## src/rtl/pipereg_elastic.sv

```systemverilog
// Elastic inter-stage pipeline register: main entry plus a skid entry, so in_ready is a flop.
// Also provides flush-to-bubble and saturating stall/bubble counters.
//
// state | meaning
// EMPTY | no entry held, out_valid=0, in_ready=1
// ONE   | main entry valid, skid empty, in_ready=1
// FULL  | main and skid valid, in_ready=0
module pipereg_elastic #(
    parameter int CTRL_WIDTH    = 24,
    parameter int PAYLOAD_WIDTH = 175,
    parameter bit CLEAR_PAYLOAD = 1'b1,
    parameter int CNT_WIDTH     = 16
) (
    input  logic                     clk,
    input  logic                     rst,
    input  logic                     in_valid,
    output logic                     in_ready,
    input  logic [CTRL_WIDTH-1:0]    in_ctrl,
    input  logic [PAYLOAD_WIDTH-1:0] in_payload,
    input  logic                     flush,
    output logic                     out_valid,
    input  logic                     out_ready,
    output logic [CTRL_WIDTH-1:0]    out_ctrl,
    output logic [PAYLOAD_WIDTH-1:0] out_payload,
    output logic [1:0]               occupancy,
    input  logic                     cnt_clr,
    output logic [CNT_WIDTH-1:0]     stall_cnt,
    output logic [CNT_WIDTH-1:0]     bubble_cnt
);

    typedef enum logic [1:0] {
        EMPTY = 2'd0,
        ONE   = 2'd1,
        FULL  = 2'd2
    } state_t;

    state_t                   state_q, state_d;
    logic                     in_ready_q, in_ready_d;
    logic                     out_valid_q, out_valid_d;
    logic [CTRL_WIDTH-1:0]    main_ctrl_q, main_ctrl_d;
    logic [CTRL_WIDTH-1:0]    skid_ctrl_q, skid_ctrl_d;
    logic [PAYLOAD_WIDTH-1:0] main_pay_q, main_pay_d;
    logic [PAYLOAD_WIDTH-1:0] skid_pay_q, skid_pay_d;
    logic [CNT_WIDTH-1:0]     stall_q, stall_d;
    logic [CNT_WIDTH-1:0]     bubble_q, bubble_d;
    logic                     acc;
    logic                     fire;

    assign acc  = in_valid && in_ready_q;
    assign fire = out_valid_q && out_ready;

    always_comb begin
        state_d     = state_q;
        main_ctrl_d = main_ctrl_q;
        skid_ctrl_d = skid_ctrl_q;
        main_pay_d  = main_pay_q;
        skid_pay_d  = skid_pay_q;

        if (flush) begin
            // a fire in this cycle is still taken downstream; an accept is dropped
            state_d     = EMPTY;
            main_ctrl_d = '0;
            skid_ctrl_d = '0;
            if (CLEAR_PAYLOAD) begin
                main_pay_d = '0;
                skid_pay_d = '0;
            end
        end else begin
            unique case (state_q)
                EMPTY: begin
                    if (acc) begin
                        main_ctrl_d = in_ctrl;
                        main_pay_d  = in_payload;
                        state_d     = ONE;
                    end
                end
                ONE: begin
                    if (fire && acc) begin
                        main_ctrl_d = in_ctrl;
                        main_pay_d  = in_payload;
                    end else if (fire) begin
                        main_ctrl_d = '0;
                        state_d     = EMPTY;
                    end else if (acc) begin
                        skid_ctrl_d = in_ctrl;
                        skid_pay_d  = in_payload;
                        state_d     = FULL;
                    end
                end
                FULL: begin
                    if (fire) begin
                        main_ctrl_d = skid_ctrl_q;
                        main_pay_d  = skid_pay_q;
                        skid_ctrl_d = '0;
                        if (CLEAR_PAYLOAD) begin
                            skid_pay_d = '0;
                        end
                        state_d = ONE;
                    end
                end
                default: begin
                    state_d     = EMPTY;
                    main_ctrl_d = '0;
                    skid_ctrl_d = '0;
                end
            endcase
        end

        in_ready_d  = (state_d != FULL);
        out_valid_d = (state_d != EMPTY);
    end

    // counters look at the pre-edge out_valid, so a flush cycle still counts
    always_comb begin
        stall_d  = stall_q;
        bubble_d = bubble_q;
        if (cnt_clr) begin
            stall_d  = '0;
            bubble_d = '0;
        end else begin
            if (out_valid_q && !out_ready && (stall_q != '1)) begin
                stall_d = stall_q + CNT_WIDTH'(1);
            end
            if (!out_valid_q && out_ready && (bubble_q != '1)) begin
                bubble_d = bubble_q + CNT_WIDTH'(1);
            end
        end
    end

    always_ff @(posedge clk) begin
        if (rst) begin
            state_q     <= EMPTY;
            in_ready_q  <= 1'b1;
            out_valid_q <= 1'b0;
            main_ctrl_q <= '0;
            skid_ctrl_q <= '0;
            stall_q     <= '0;
            bubble_q    <= '0;
        end else begin
            state_q     <= state_d;
            in_ready_q  <= in_ready_d;
            out_valid_q <= out_valid_d;
            main_ctrl_q <= main_ctrl_d;
            skid_ctrl_q <= skid_ctrl_d;
            stall_q     <= stall_d;
            bubble_q    <= bubble_d;
        end
    end

    // payloads hold their stale value through reset unless clearing is enabled
    always_ff @(posedge clk) begin
        if (rst) begin
            if (CLEAR_PAYLOAD) begin
                main_pay_q <= '0;
                skid_pay_q <= '0;
            end
        end else begin
            main_pay_q <= main_pay_d;
            skid_pay_q <= skid_pay_d;
        end
    end

    assign in_ready    = in_ready_q;
    assign out_valid   = out_valid_q;
    assign out_ctrl    = main_ctrl_q;
    assign out_payload = main_pay_q;
    assign occupancy   = state_q;
    assign stall_cnt   = stall_q;
    assign bubble_cnt  = bubble_q;

endmodule
```

## config.mk

```make
export PLATFORM = sky130hd
export DESIGN_NAME = pipereg_elastic
export DESIGN_NICKNAME = d
export VERILOG_FILES = /design/src/rtl/pipereg_elastic.sv
export SDC_FILE = /design/constraint.sdc
export NUM_CORES = 1
export LEC_CHECK = 0
export CAP_MARGIN = 20
export CORE_AREA = 2 2 251 253
export DETAILED_ROUTE_END_ITERATION = 10
export DIE_AREA = 0 0 253 255
export GPL_TIMING_DRIVEN = 0
export HOLD_SLACK_MARGIN = 0.05
export PLACE_DENSITY = 0.64
export SETUP_SLACK_MARGIN = 0.05
export SLEW_MARGIN = 20
export SYNTH_ARGS = -nofsm -noshare
export SYNTH_HDL_FRONTEND = slang
export SYNTH_SLANG_ARGS = --single-unit
```

## constraint.sdc

```tcl
create_clock -name clk -period 2.4 [get_ports clk]
set_clock_uncertainty 0.05 [all_clocks]
set_input_delay 0.72 -clock clk [delete_from_list [all_inputs] [get_ports clk]]
set_output_delay 0.72 -clock clk [all_outputs]
set_load 0.005 [all_outputs]
```

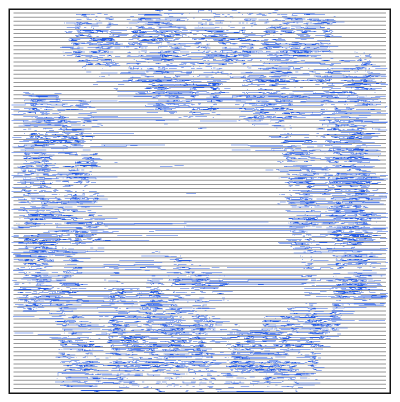
(images/layer_met1.png)
Scale: 1.5 px per um. Supply wires on this layer in grey.
The layer carries 26.3 mm of wire. The wires run mostly horizontal. 2325 nets have wire on it. The layer holds 42% of the routed length. The longest straight run is 125 um.

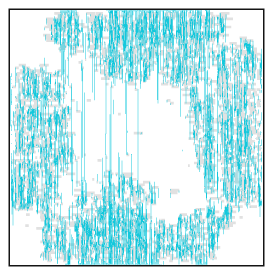
(images/layer_met2.png)
Scale: 1 px per um. Cells faint in the background.
The wires run mostly vertical. The longest straight run is 120 um. 2232 nets have wire on it. The layer carries 30.1 mm of wire. The layer holds 48% of the routed length.

==> summary.txt <==
Pre-Place Util = 29.60%
comb area leader = AND-OR/OR-AND gates
Critical Path Source Type = register
Clock group = 7.83 mW
Post-Layout Inst Area = 25670 um2
Non-Filler Instances = 3149
internal power = 13.09 mW
chip area = 64520 um2
FF-to-FF Start = out_valid$_SDFF_PP0_
most numerous logic cells after layout = clkdlybuf4s50_1 (420), dfxtp_1 (410), nor2_1 (185), nor3_1 (182), mux2i_1 (180)
main flop type after synthesis = dfxtp_1
met3 WL = 4458 um
Comb power frac = 12.4%
FP Rows = 92
Worst path depth = 1
DIE HEIGHT = 255 um
Syn Nets = 2015
WL met1 = 26340 um
worst hold endpoint = out_ctrl[3]$_SDFFE_PP0P_
first-pass GRT wire length = 94590 um
GRT Total Usage = 18.61%
synthesized-area fraction occupied by adder cells = 0.1360%
tap cells = 799
Plain + repair buffers = 626
status = finished, final reports clean
placer congestion estimate = 0.8937
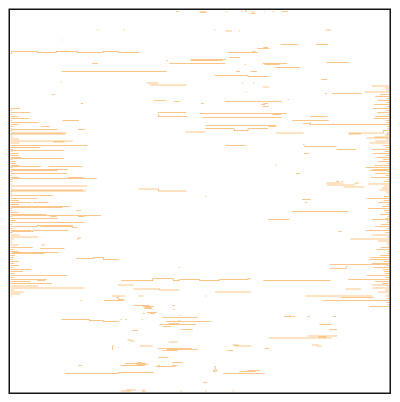
(images/layer_met3.png)
Scale: 1.5 px per um.
316 nets have wire on it. The longest straight run is 69.9 um. The layer holds 7.0% of the routed length. The wires run mostly horizontal.

No activity file was given, so power comes from the tool's default toggle rates.
